**Run 1: placement view**

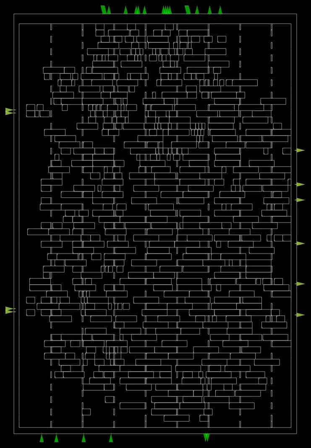
**Run 1: M3 wires**

Bar = 20 µm.
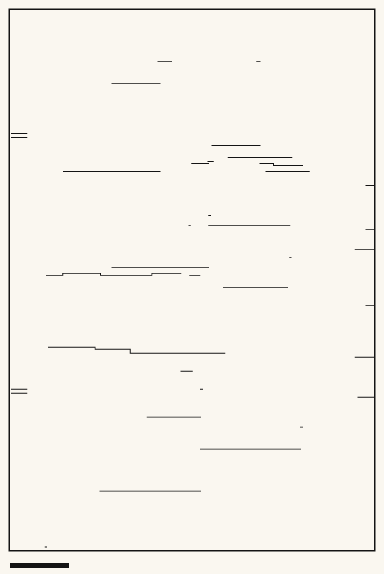
**Run 1: logic cells by family**

Bar = 20 µm.
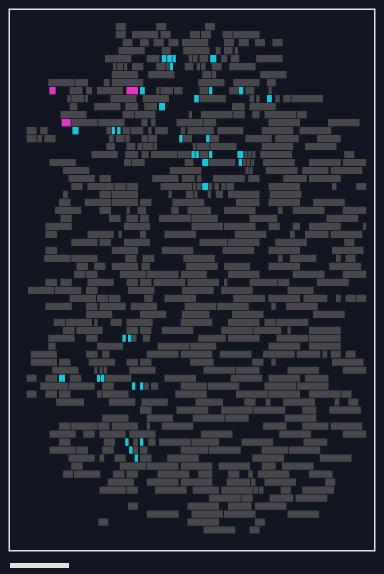
**Run 1: local utilization**

The die is cut into 12 by 18 equal tiles; black is low, pale yellow is high, 0 to 100% covered.
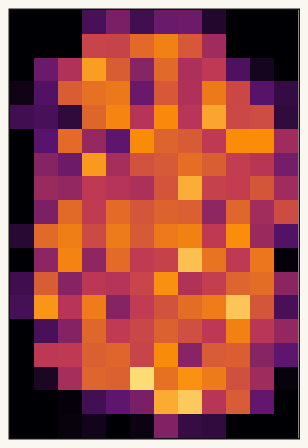
$ cat config.mk
export PLATFORM = sky130hd
export DESIGN_NAME = lane_merge_rx
export DESIGN_NICKNAME = d
export VERILOG_FILES = /design/src/rtl/lane_merge_rx.sv
export SDC_FILE = /design/constraint.sdc
export NUM_CORES = 1
export LEC_CHECK = 0
export CAP_MARGIN = 20
export CORE_ASPECT_RATIO = 1.5
export CORE_MARGIN = 2
export CORE_UTILIZATION = 40
export DETAILED_ROUTE_END_ITERATION = 16
export GPL_ROUTABILITY_DRIVEN = 0
export GPL_TIMING_DRIVEN = 1
export PLACE_DENSITY = 0.57
export REMOVE_ABC_BUFFERS = 1
export SLEW_MARGIN = 20
export SYNTH_ARGS = -nofsm -noshare
export SYNTH_HDL_FRONTEND = slang
export SYNTH_SLANG_ARGS = --single-unit
$ cat constraint.sdc
create_clock -name CLK_48MHZ -period 8.7 [get_ports CLK_48MHZ]
set_input_delay 1.305 -clock CLK_48MHZ [delete_from_list [all_inputs] [get_ports CLK_48MHZ]]
set_output_delay 1.305 -clock CLK_48MHZ [all_outputs]
set_load 0.01 [all_outputs]
$ cat src/rtl/lane_merge_rx.sv
// Three-lane serial receiver: deserializes lanes A/B/C and merges their bytes, in lane order, into one addressed stream.
// Optional build macro RX_PARITY_EN adds a trailing even-parity bit per lane word and the sticky PAR_ERR flag.
module lane_merge_rx #(
    parameter int DATA_W     = 8,
    parameter int ADDR_W     = 10,
    parameter int FIFO_DEPTH = 16
) (
    input  logic              CLK_48MHZ,
    input  logic              RSTN,
    input  logic              VALID,
    input  logic              DIN_A,
    input  logic              DIN_B,
    input  logic              DIN_C,
    input  logic [1:0]        MODE,
    input  logic              ERR_CLR,
    output logic [DATA_W-1:0] DATA,
    output logic [ADDR_W-1:0] ADDR,
    output logic              DATA_VALID,
    input  logic              DATA_READY,
    output logic              FRAME_ERR,
    output logic              OVF,
    output logic              PAR_ERR
);

`ifdef RX_PARITY_EN
    localparam int PAR_BITS = 1;
`else
    localparam int PAR_BITS = 0;
`endif
    localparam int WORD_W = DATA_W + PAR_BITS;
    localparam int CNT_W  = $clog2(WORD_W);
    localparam int PTR_W  = $clog2(FIFO_DEPTH);
    localparam int OCC_W  = PTR_W + 1;

    typedef enum logic [1:0] {D_IDLE, D_A, D_B, D_C} drain_state_t;

    logic              valid_q;
    logic [1:0]        mode_q;
    logic [1:0]        mode_eff;
    logic [1:0]        drain_mode;
    logic [CNT_W-1:0]  bitcnt;
    logic [WORD_W-2:0] sh_a, sh_b, sh_c;
    logic [WORD_W-1:0] word_a, word_b, word_c;
    logic [DATA_W-1:0] hold_a, hold_b, hold_c;
    logic              word_done;
    logic              frame_set;

    drain_state_t      state, state_next;
    logic              push;
    logic [DATA_W-1:0] push_data;

    logic [DATA_W-1:0] mem [FIFO_DEPTH];
    logic [PTR_W-1:0]  wr_ptr, rd_ptr;
    logic [OCC_W-1:0]  count;
    logic              full, pop, push_ok, ovf_set;
    logic              frame_q, ovf_q;

    // The first cycle of a frame uses MODE directly, since the latch only updates at that edge
    assign mode_eff  = (VALID && !valid_q) ? MODE : mode_q;
    assign word_a    = {sh_a, DIN_A};
    assign word_b    = {sh_b, DIN_B};
    assign word_c    = {sh_c, DIN_C};
    assign word_done = VALID && (bitcnt == CNT_W'(WORD_W - 1));
    assign frame_set = !VALID && (bitcnt != '0);

    always_ff @(posedge CLK_48MHZ or posedge RSTN) begin
        if (RSTN) begin
            valid_q    <= 1'b0;
            mode_q     <= 2'b10;
            drain_mode <= 2'b10;
            bitcnt     <= '0;
            sh_a       <= '0;
            sh_b       <= '0;
            sh_c       <= '0;
            hold_a     <= '0;
            hold_b     <= '0;
            hold_c     <= '0;
        end else begin
            valid_q <= VALID;
            if (VALID && !valid_q)
                mode_q <= MODE;
            if (VALID) begin
                sh_a <= word_a[WORD_W-2:0];
                sh_b <= word_b[WORD_W-2:0];
                sh_c <= word_c[WORD_W-2:0];
                if (word_done) begin
                    bitcnt     <= '0;
                    hold_a     <= word_a[WORD_W-1 -: DATA_W];
                    hold_b     <= word_b[WORD_W-1 -: DATA_W];
                    hold_c     <= word_c[WORD_W-1 -: DATA_W];
                    drain_mode <= mode_eff;
                end else begin
                    bitcnt <= bitcnt + CNT_W'(1);
                end
            end else begin
                bitcnt <= '0;
            end
        end
    end

    always_ff @(posedge CLK_48MHZ or posedge RSTN) begin
        if (RSTN)
            state <= D_IDLE;
        else
            state <= state_next;
    end

    // One hold byte per state; lanes outside the latched mode skip their state
    always_comb begin
        state_next = state;
        push       = 1'b0;
        push_data  = '0;
        case (state)
            D_IDLE: if (word_done) state_next = D_A;
            D_A: begin
                push       = 1'b1;
                push_data  = hold_a;
                state_next = (drain_mode == 2'b00) ? D_IDLE : D_B;
            end
            D_B: begin
                push       = 1'b1;
                push_data  = hold_b;
                state_next = drain_mode[1] ? D_C : D_IDLE;
            end
            D_C: begin
                push       = 1'b1;
                push_data  = hold_c;
                state_next = D_IDLE;
            end
            default: state_next = D_IDLE;
        endcase
    end

    assign DATA_VALID = (count != '0);
    assign full       = (count == OCC_W'(FIFO_DEPTH));
    assign pop        = DATA_VALID && DATA_READY;
    assign push_ok    = push && (!full || pop);
    assign ovf_set    = push && full && !pop;
    assign DATA       = DATA_VALID ? mem[rd_ptr] : '0;

    always_ff @(posedge CLK_48MHZ) begin
        if (push_ok)
            mem[wr_ptr] <= push_data;
    end

    always_ff @(posedge CLK_48MHZ or posedge RSTN) begin
        if (RSTN) begin
            wr_ptr <= '0;
            rd_ptr <= '0;
            count  <= '0;
            ADDR   <= '0;
        end else begin
            if (push_ok)
                wr_ptr <= wr_ptr + PTR_W'(1);
            if (pop) begin
                rd_ptr <= rd_ptr + PTR_W'(1);
                ADDR   <= ADDR + ADDR_W'(1);
            end
            if (push_ok && !pop)
                count <= count + OCC_W'(1);
            else if (!push_ok && pop)
                count <= count - OCC_W'(1);
        end
    end

    // Sticky flags: a new event in the same cycle as ERR_CLR keeps the flag set
    always_ff @(posedge CLK_48MHZ or posedge RSTN) begin
        if (RSTN) begin
            frame_q <= 1'b0;
            ovf_q   <= 1'b0;
        end else begin
            frame_q <= frame_set | (frame_q & ~ERR_CLR);
            ovf_q   <= ovf_set | (ovf_q & ~ERR_CLR);
        end
    end

    assign FRAME_ERR = frame_q;
    assign OVF       = ovf_q;

`ifdef RX_PARITY_EN
    logic par_set;
    logic par_q;

    assign par_set = word_done && ((^word_a) ||
                                   ((mode_eff != 2'b00) && (^word_b)) ||
                                   (mode_eff[1] && (^word_c)));

    always_ff @(posedge CLK_48MHZ or posedge RSTN) begin
        if (RSTN)
            par_q <= 1'b0;
        else
            par_q <= par_set | (par_q & ~ERR_CLR);
    end

    assign PAR_ERR = par_q;
`else
    assign PAR_ERR = 1'b0;
`endif

endmodule

==> qor.csv, run 1 <==
stage;metric;value;unit
outcome;status;complete, no violations;
floorplanning;Die Wd;123.9;µm
layout;max reg flops;128;
clock_tree;clk_lat worst skew;500;ps
final_timing;crit path time final;4678;ps
power_and_ir_drop;Sequential Power Share;0.455;
floorplanning;die y size;183.8;µm
floorplanning;Initial Util;0.4094;
worst_setup_path;Setup crit end;DATA[2];
route;average routed wire per standard cell;18.67;µm
yosys;cell with the most instances after synthesis;edfxtp_1;
global_route;GRT busiest layer;met2;
layout;Finished Cell Area;9867;µm²
global_route;GRT overflow;0;
route;met3 routed WL;465;µm
clock_tree;CTS resizes;0;
layout;layout net count;564;
place;placed insts;785;
yosys;comb area leader;multiplexers;
worst_hold_path;hold path cells;1;
layout;sequential share of cell area;0.5927;
global_route;aggregate global-route resource usage;0.1434;
power_and_ir_drop;pwr dens;271.8;nW/µm²
layout;Area growth syn-to-layout;14.41;%
yosys;post-synth top area cell;edfxtp_1;
route;Max Used Layer;met4;
route;DR pass1 iterations;4;
final_timing;Max Freq;213.8;MHz
route;post-route ant nets;0;
layout;dominant kind of cell by area;flip-flops and latches;
final_timing;Pins Over Slew Limit;0;
route;met1 wire length;5.849;mm
layout;Util after Layout;0.4684;
yosys;aoi share;0.03090;
power_and_ir_drop;Comb. pwr;568;µW
power_and_ir_drop;Comb power frac;0.212;
clock_tree;CTS tree;done;
power_and_ir_drop;leakage;0.003846;µW
yosys;simple logic cell fraction of the synthesized area;0.03961;
yosys;Post-Syn Instances;501;
global_route;initial antenna violation count;0;
flow_run;MaxCap Viol Count;0;
global_route;vias in the first global route;4654;
final_timing;Final WS setup;4022;ps
final_timing;Hold Vio Cnt, Final;0;
yosys;Distinct cells, synth;47;
final_timing;clock skew;7.570;ps
worst_setup_path;CP Max Fanout;24;
final_timing;Slew @ Worst Pin;985.1;ps
clock_tree;H-tree Lvls;1;
place;Port-buffer cells;30;
layout;most numerous logic cell after layout;edfxtp_1;
worst_setup_path;Critical Path AT;3370;ps
yosys;# Cells Yosys;501;
worst_setup_path;Crit Path Class;reg -> out;
final_timing;final period utilization;0.5377;
power_and_ir_drop;Switching Fraction;0.2683;
final_timing;Worst Hold Slack;466.7;ps
clock_tree;clk buf depth;3;
layout;Non-clock inverters;11;
worst_setup_path;Reg2Reg Depth;9;
power_and_ir_drop;Power Total;2682;µW
power_and_ir_drop;Clk pwr share;0.333;
worst_setup_path;WP depth;6;
global_route;met1 Track Usage GR;0.1629;
clock_tree;clk sinks;208;
worst_setup_path;reg2reg end;count[4]$_DFFE_PP0P_;
yosys;xor/xnor share of the synthesized area;0.01828;
yosys;fraction of the mapped netlist area in adder cells;0.02118;
layout;Comb gate area;2555;µm²
place;DP HPWL;10.09;mm
layout;# diodes;0;
route;vias per cell;5.151;
layout;flop count;208;
final_timing;setup tns final;0;ps
worst_setup_path;CP delay by family, top;buffers and inverters;
yosys;register share after synthesis;0.6781;
worst_hold_path;Hold Path End;bitcnt[0]$_DFF_PP0_;
layout;Comb/total area;0.2589;
layout;share of cells above drive strength 1;0.2595;
yosys;Seq cells post-synth;208;
Back to the opening pictures, 'placement view':
Rows: 65
Core Region: 21060 µm²
n_taps: 268
Finished Layout Cells: 823
fill cell count: 1792

Back to the opening pictures, 'M3 wires':
The layer holds 3.0% of the routed length. 18 nets have wire on it.
final wirelength: 15.36 mm
GR Util met3: 0.02171
Vias: 4239

Back to the opening pictures, 'logic cells by family':
Key: cyan = nand cells [cells 34, most used nand2_1]; magenta = and/or cells [cells 3]

Back to the opening pictures, 'local utilization':
The fullest tile reaches 92%. The mean over all tiles is 42%. The densest ninth of the die: middle. 6.9% of the tiles are over 75% full. 16% of the tiles are nearly empty.

**Run 1: I/O nets highlighted**

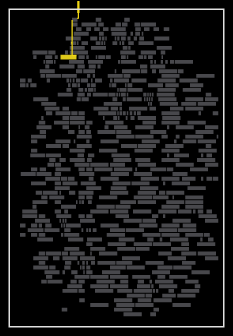

## Run 2: what changed since run 1
PLACE_DENSITY = 0.59   (was 0.57)
clock period = 4.3 ns   (was 8.7 ns; I/O delays follow)
**Run 2: I/O nets highlighted**

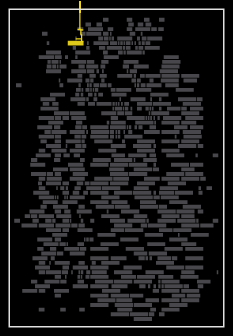
Key: yellow = FRAME_ERR [bits 1, direction output, edge top, end cells 1, buffers 1, wire 26.9 µm]

==> qor.csv, run 2 <==
stage;metric;value;unit
final_timing;Final WS setup;578.7;ps
route;Post-route DRC;0;
flow_run;MaxCap Viol Count;0;
place;Port-buffer cells;30;
place;Cell Area, Placed;9206;µm²
final_timing;Hold Vio Cnt, Final;0;
power_and_ir_drop;leakage;0.003853;µW
layout;Comb gate area;2552;µm²
route;DR pass1 iterations;4;
yosys;# Cells Yosys;501;
place;DP HPWL;10.10;mm
yosys;fraction of the mapped netlist area in adder cells;0.02118;
final_timing;Slew @ Worst Pin;1051;ps
layout;flop count;208;
route;average routed wire per standard cell;18.29;µm
floorplanning;n_taps;268;
layout;sequential share of cell area;0.5932;
worst_setup_path;Crit Path Class;reg -> out;
yosys;number of enable flip-flop cells;128;
worst_setup_path;Reg2Reg Depth;9;
layout;# diodes;0;
worst_setup_path;WP depth;5;
yosys;aoi share;0.03090;
layout;Area growth syn-to-layout;14.30;%
floorplanning;die y size;183.8;µm
layout;share of cells above drive strength 1;0.2603;
floorplanning;Die Wd;123.9;µm
global_route;aggregate global-route resource usage;0.1378;
final_timing;setup tns final;0;ps
global_route;initial antenna violation count;0;
power_and_ir_drop;pwr dens;541.7;nW/µm²
place;placed insts;789;
yosys;cell with the most instances after synthesis;edfxtp_1;
power_and_ir_drop;Power Total;5340;µW
global_route;met1 Track Usage GR;0.1604;
global_route;GRT overflow;0;
final_timing;crit path time final;3721;ps
clock_tree;CTS resizes;0;
layout;Finished Layout Cells;825;
final_timing;clock skew;13.06;ps
final_timing;final period utilization;0.8654;
global_route;GRT busiest layer;met2;
route;1st-iter DRT viols;284;
power_and_ir_drop;Comb power frac;0.212;
worst_hold_path;hold path cells;1;
clock_tree;CTS tree;done;
layout;Comb/total area;0.2589;
yosys;syn avg cell area;17.21;µm²
power_and_ir_drop;Comb. pwr;1130;µW
yosys;post-synth top area cell;edfxtp_1;
place;Post-Place Setup Slack;682.6;ps
worst_setup_path;CP delay by family, top;flip-flops;
power_and_ir_drop;Switching Fraction;0.2657;
layout;max reg flops;128;
route;post-route ant nets;0;
final_timing;Max Freq;268.7;MHz
worst_setup_path;CP Max Fanout;21;
outcome;status;complete, no violations;
layout;most frequent cells in the layout;128 x edfxtp_1, 78 x dfrtp_1, 68 x mux2_2, 30 x clkdlybuf4s50_1, 23 x mux4_2;
yosys;comb area leader;multiplexers;
layout;layout net count;567;
power_and_ir_drop;reported net switching power;1419;µW
power_and_ir_drop;Seq group;2480;µW
final_timing;Worst Hold Slack;466.5;ps
power_and_ir_drop;Clock group;1730;µW
route;Max Used Layer;met4;
route;met1 wire length;5.999;mm
power_and_ir_drop;Sequential Power Share;0.464;
clock_tree;clk_lat worst skew;490;ps
layout;Finished Cell Area;9858;µm²
route;final wirelength;15.09;mm
yosys;register share after synthesis;0.6781;
global_route;GR Util met3;0.02295;
clock_tree;H-tree Lvls;1;
yosys;xor/xnor share of the synthesized area;0.01828;
yosys;Distinct cells, synth;47;
global_route;vias in the first global route;4535;
route;met3 routed WL;484;µm
layout;fill cell count;1738;
layout;most numerous logic cell after layout;edfxtp_1;
floorplanning;Core Region;21060;µm²
worst_hold_path;Hold Path End;bitcnt[0]$_DFF_PP0_;
worst_setup_path;reg2reg end;count[4]$_DFFE_PP0P_;
final_timing;Pins Over Slew Limit;0;
layout;dominant kind of cell by area;flip-flops and latches;
yosys;Seq cells post-synth;208;
yosys;simple logic cell fraction of the synthesized area;0.03961;
route;Vias;4258;
worst_setup_path;Setup crit end;DATA[3];
route;vias per cell;5.161;
**Run 2: local utilization**

The die is cut into 12 by 18 equal tiles; black is low, pale yellow is high, 0 to 100% covered.
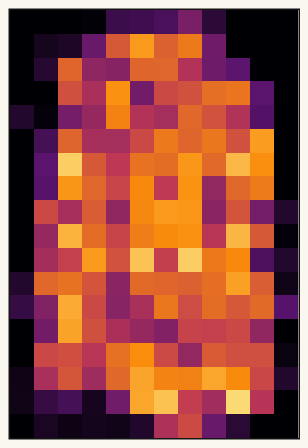
The densest ninth of the die: middle. 12% of the tiles are over 75% full. The emptiest ninth of the die: top left. 17% of the tiles are nearly empty. The fullest tile reaches 92%.
Initial Util: 0.4094
Util after Layout: 0.4680

Power is estimated from default activity; no workload was simulated.
